Routing congestion map:
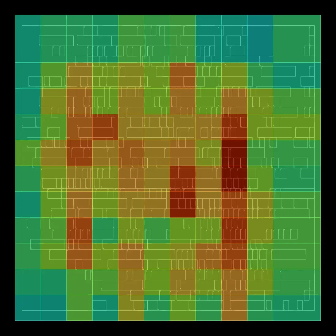
Wires at chosen ports, followed through buffers:
Scale bar: 20 um.
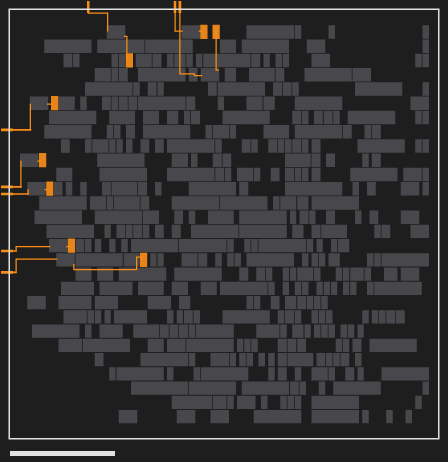
Routed clock nets over the placement:
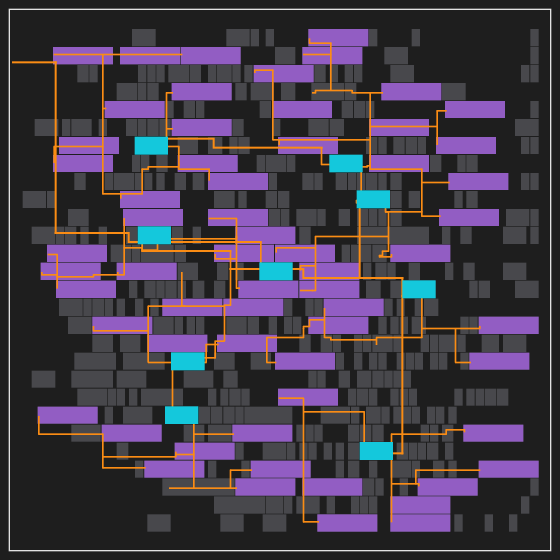
Register map, names as in the netlist:
Other sequential cells in the stronger grey, the rest of the logic in the fainter grey.
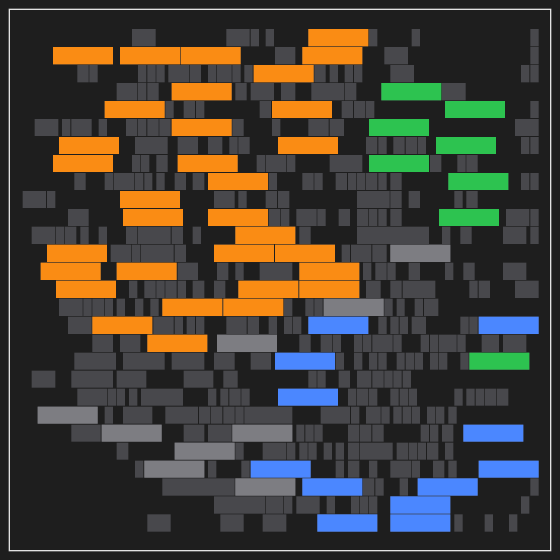
==> config.mk <==
export PLATFORM = sky130hd
export DESIGN_NAME = pwm_sample_pacer
export DESIGN_NICKNAME = d
export VERILOG_FILES = /design/src/rtl/audio_pkg.sv /design/src/rtl/sample_fifo.sv /design/src/rtl/pwm_sample_pacer.sv
export SDC_FILE = /design/constraint.sdc
export NUM_CORES = 1
export LEC_CHECK = 0
export ABC_AREA = 1
export CORE_MARGIN = 1.5
export CORE_UTILIZATION = 51
export CTS_CLUSTER_DIAMETER = 40
export DETAILED_ROUTE_END_ITERATION = 8
export PLACE_DENSITY_LB_ADDON = 0.3
export SLEW_MARGIN = 15
export SYNTH_ARGS = -nofsm -noshare
export SYNTH_HDL_FRONTEND = slang
export SYNTH_SLANG_ARGS = --single-unit
==> constraint.sdc <==
create_clock -name clk -period 6.4 [get_ports clk]
set_input_delay 1.92 -clock clk [delete_from_list [all_inputs] [get_ports clk]]
set_output_delay 1.92 -clock clk [all_outputs]
set_load 0.02 [all_outputs]
==> src/rtl/audio_pkg.sv <==
// audio_pkg: widths, clocking constants and types shared between the sample
// pacer and the downstream PWM controller.
package audio_pkg;

    // Sample and duty-threshold widths (threshold matches the PWM controller input)
    localparam int SAMPLE_W = 8;
    localparam int THRESH_W = 27;

    // System clock and the default pacing divider: 100 MHz / 2268 is about 44.1 kHz
    localparam int CLK_HZ   = 100_000_000;
    localparam int TICK_DIV = 2268;

    // Default placement of the sample inside the threshold word
    localparam int THRESH_SHIFT = 18;

    typedef logic [SAMPLE_W-1:0] sample_t;
    typedef logic [THRESH_W-1:0] thresh_t;

endpackage : audio_pkg

==> src/rtl/sample_fifo.sv <==
// sample_fifo: small synchronous FIFO with registered occupancy.
// Pushes into a full FIFO and pops from an empty FIFO are ignored, so a
// same-cycle push into an empty FIFO is never visible to a pop.
module sample_fifo
    import audio_pkg::*;
#(
    parameter int WIDTH = SAMPLE_W,
    parameter int DEPTH = 4
) (
    input  logic                     clk,
    input  logic                     rst,
    input  logic                     push,
    input  logic [WIDTH-1:0]         push_data,
    input  logic                     pop,
    output logic [$clog2(DEPTH):0]   level,
    output logic                     full,
    output logic                     empty,
    output logic [WIDTH-1:0]         head
);

    localparam int AW = $clog2(DEPTH);
    localparam int LW = AW + 1;

    logic [WIDTH-1:0] mem_r [DEPTH];
    logic [AW-1:0]    wr_ptr_r;
    logic [AW-1:0]    rd_ptr_r;
    logic [LW-1:0]    level_r;
    logic             push_s;
    logic             pop_s;

    assign full   = (level_r == LW'(DEPTH));
    assign empty  = (level_r == LW'(0));
    assign level  = level_r;
    assign head   = mem_r[rd_ptr_r];
    assign push_s = push && !full;
    assign pop_s  = pop && !empty;

    // Storage, pointers (wrapping modulo DEPTH) and occupancy bookkeeping
    always_ff @(posedge clk or posedge rst) begin
        if (rst) begin
            for (int i = 0; i < DEPTH; i++) begin
                mem_r[i] <= '0;
            end
            wr_ptr_r <= '0;
            rd_ptr_r <= '0;
            level_r  <= '0;
        end else begin
            if (push_s) begin
                mem_r[wr_ptr_r] <= push_data;
                wr_ptr_r        <= wr_ptr_r + AW'(1);
            end
            if (pop_s) begin
                rd_ptr_r <= rd_ptr_r + AW'(1);
            end
            case ({push_s, pop_s})
                2'b10:   level_r <= level_r + LW'(1);
                2'b01:   level_r <= level_r - LW'(1);
                default: level_r <= level_r;
            endcase
        end
    end

endmodule : sample_fifo

==> src/rtl/pwm_sample_pacer.sv <==
// pwm_sample_pacer: buffers incoming audio samples and releases one per
// sample-rate tick as a scaled duty threshold for the PWM controller.
// Optional build macro PWM_PACER_VOLUME_EN adds a 3-bit volume input that
// right-shifts the popped threshold (0 = full scale, 7 = divide by 128).
module pwm_sample_pacer
    import audio_pkg::*;
#(
    parameter int SAMPLE_W     = audio_pkg::SAMPLE_W,
    parameter int THRESH_W     = audio_pkg::THRESH_W,
    parameter int THRESH_SHIFT = audio_pkg::THRESH_SHIFT,
    parameter int TICK_DIV     = audio_pkg::TICK_DIV,
    parameter int DEPTH        = 4
) (
    input  logic                     clk,
    input  logic                     rst,
    input  logic                     enable,
    input  logic [SAMPLE_W-1:0]      sample_data,
    input  logic                     sample_valid,
    output logic                     sample_ready,
`ifdef PWM_PACER_VOLUME_EN
    input  logic [2:0]               volume,
`endif
    output logic [THRESH_W-1:0]      pwm_thresh,
    output logic [$clog2(DEPTH):0]   fifo_level,
    output logic                     underrun
);

    localparam int CNT_W = $clog2(TICK_DIV);

    logic [CNT_W-1:0]    tick_cnt_r;
    logic                tick_s;
    logic                ready_en_r;
    logic                push_s;
    logic                pop_s;
    logic                fifo_full_s;
    logic                fifo_empty_s;
    logic [SAMPLE_W-1:0] fifo_head_s;
    logic [THRESH_W-1:0] scaled_s;
    logic [THRESH_W-1:0] pwm_thresh_r;
    logic                underrun_r;

    // Tick fires in the last cycle of each divider period, only while enabled
    assign tick_s = enable && (tick_cnt_r == CNT_W'(TICK_DIV - 1));

    // Ready is held low through reset and the first cycle after it
    assign sample_ready = ready_en_r && !fifo_full_s;
    assign push_s       = sample_valid && sample_ready;
    assign pop_s        = tick_s && !fifo_empty_s;

    sample_fifo #(
        .WIDTH (SAMPLE_W),
        .DEPTH (DEPTH)
    ) u_fifo (
        .clk       (clk),
        .rst       (rst),
        .push      (push_s),
        .push_data (sample_data),
        .pop       (pop_s),
        .level     (fifo_level),
        .full      (fifo_full_s),
        .empty     (fifo_empty_s),
        .head      (fifo_head_s)
    );

    // Place the head sample into the threshold word, then apply attenuation
    always_comb begin
        scaled_s = THRESH_W'(fifo_head_s) << THRESH_SHIFT;
`ifdef PWM_PACER_VOLUME_EN
        scaled_s = scaled_s >> volume;
`else
        scaled_s = scaled_s;
`endif
    end

    // Sample-rate divider; parked at zero while playback is disabled
    always_ff @(posedge clk or posedge rst) begin
        if (rst) begin
            tick_cnt_r <= '0;
        end else if (!enable || tick_s) begin
            tick_cnt_r <= '0;
        end else begin
            tick_cnt_r <= tick_cnt_r + CNT_W'(1);
        end
    end

    // Releases sample_ready one cycle after reset is removed
    always_ff @(posedge clk or posedge rst) begin
        if (rst) begin
            ready_en_r <= 1'b0;
        end else begin
            ready_en_r <= 1'b1;
        end
    end

    // Output threshold register and one-cycle underrun flag
    always_ff @(posedge clk or posedge rst) begin
        if (rst) begin
            pwm_thresh_r <= '0;
            underrun_r   <= 1'b0;
        end else begin
            underrun_r <= tick_s && fifo_empty_s;
            if (!enable) begin
                pwm_thresh_r <= '0;
            end else if (pop_s) begin
                pwm_thresh_r <= scaled_s;
            end else begin
                pwm_thresh_r <= pwm_thresh_r;
            end
        end
    end

    assign pwm_thresh = pwm_thresh_r;
    assign underrun   = underrun_r;

endmodule : pwm_sample_pacer

==> results.tsv <==
stage	metric	value	unit
floorplanning	Die Y	81.71	um
final_timing	Sum Neg Setup Slack	0	ns
finish	fin area	3586	um^2
final_timing	Setup Viol. Count Final	0	
drt	DR WL/cell	13.20	um
place	Placer Congestion	0.8990	
finish	invs w/o clock	36	
floorplanning	# Taps	75	
worst_setup_path	Reg2Reg Setup Slack	4.11	ns
clock_tree	Root Buffer	clkbuf_8	
min_path	Hold Path Origin	tick_cnt_r[0]$_DFF_PP0_	
yosys	cell type with the largest total area	dfrtp_1	
finish	clock network area share	6.525	%
place	DP Cell Count	456	
yosys	synth top area cells	dfrtp_1 (48%), nand2_1 (8.2%), nor2_1 (5.7%)	
drt	drt drc	0	
clock_tree	Post-CTS Setup Bufs	0	
finish	Flop area	1526	um^2
worst_setup_path	crit path DRT	6.61	ns
clock_tree	worst skew pair latency	0.34	ns
drt	Max Used Layer	met4	
floorplanning	number of cell rows	28	
clock_tree	clock input transition at the sequential cells of the worst setup and hold paths	0.07	ns
finish	Multi-input gate area	1349	um^2
finish	nets@finish	411	
final_timing	skew final	0.008807	ns
drt	ANT nets after route	0	
power_and_ir_drop	Power Internal	0.6367	mW
yosys	top post-synthesis cells by count	nand2_1 (69), dfrtp_1 (61), nor2_1 (48)	
floorplanning	Starting Density	53.05	%
drt	via count	2386	
power_and_ir_drop	Sequential Power Share	47.1	%
job	Log Warnings	29	
yosys	Max-area cell share	48.32	%
final_timing	cycle use final	62.25	%
final_timing	Slew Limit Fails	0	
drt	routed wire length	6230	um
global_route	largest net degree at the start of global routing	62	
yosys	Synth warnings	0	
floorplanning	Die Width	81.71	um
global_route	global route overflow	0	
worst_setup_path	crit path DAT	4.20	ns
clock_tree	post-cts hold buffer count	0	
worst_setup_path	Crit Path Category	in2reg	
run_status	status	finished clean	
finish	ANT cells	0	
place	Area after DPL	3352	um^2
global_route	M2 GR Usage	34.05	%
Notes on 'routing congestion map' above:
GRT Total Usage: 21.15%
met1 Use GR: 27.13%
gr busiest metal: met2
met3 Use GR: 5.000%

Notes on 'wires at chosen ports, followed through buffers' above:
- sample_data: orange (direction input; end cells 8; buffers 8; wire 99.8 um)
Port Buffer Count: 24
IO Pins: 44

Notes on 'routed clock nets over the placement' above:
- clock wires: orange (length 819 um)
- clock-net drivers: cyan (count 9)
- flip-flops: purple (count 61)
- routed clock nets: 10

Notes on 'register map, names as in the netlist' above:
- u_fifo.mem_r: orange (flops 32)
- tick_cnt_r: blue (flops 12)
- pwm_thresh: green (flops 8)

[worst min-delay path by stage]
stage | endpoint | slack (ns) | cells after the start
after floorplan | tick_cnt_r[0]$_DFF_PP0_ | 0.43 | 1
after global placement | tick_cnt_r[0]$_DFF_PP0_ | 0.45 | 1
after detailed placement | tick_cnt_r[0]$_DFF_PP0_ | 0.46 | 1
after CTS | tick_cnt_r[0]$_DFF_PP0_ | 0.47 | 1
after global routing | tick_cnt_r[0]$_DFF_PP0_ | 0.50 | 1
final | tick_cnt_r[0]$_DFF_PP0_ | 0.46 | 1
[critical path: stages]
cell and delay (ns):
clkdlybuf4s50_1 0.84, nand4_1 0.23, a31oi_1 0.20, ha_1 0.16
inv_1 0.07, fa_1 0.38, a21oi_1 0.14, o21ai_0 0.11
xor2_1 0.15
[kinds of logic (layout without fill, tap and decap cells)]
logic type                 Yosys count  in the layout  synth area share [%]
AOI/OAI and AO/OA                   67             67                 13.15
xor gates and xnor gates             5              5                 1.386
adders and majority gates            7              7                 3.010
buffers and inverters               66             77                 11.13
DFF                                 61             61                 48.32
other                                2             20                0.2377
and+or+nand+nor                    160            160                 22.77
[power groups by stage]
stage | Clock [mW] | Combinational (mW) | Sequential, mW
after global placement | 0 | 0.0366 | 0.396
final | 0.399 | 0.0366 | 0.388
after CTS | 0.399 | 0.0369 | 0.388
after detailed placement | 0 | 0.0368 | 0.396
after global routing | 0.420 | 0.0420 | 0.388
after floorplan | 0 | 0.0336 | 0.395
[sequential cells by signal (all words and copies together), names as in the netlist]
| register | cells |
|---|---|
| ready_en_r | 1 |
| pwm_thresh | 8 |
| u_fifo.mem_r | 32 |
| u_fifo.rd_ptr_r | 2 |
| u_fifo.level | 3 |
| u_fifo.wr_ptr_r | 2 |
| tick_cnt_r | 12 |
| underrun | 1 |
Power figures rest on the tool's default switching activity, not on a simulated workload.
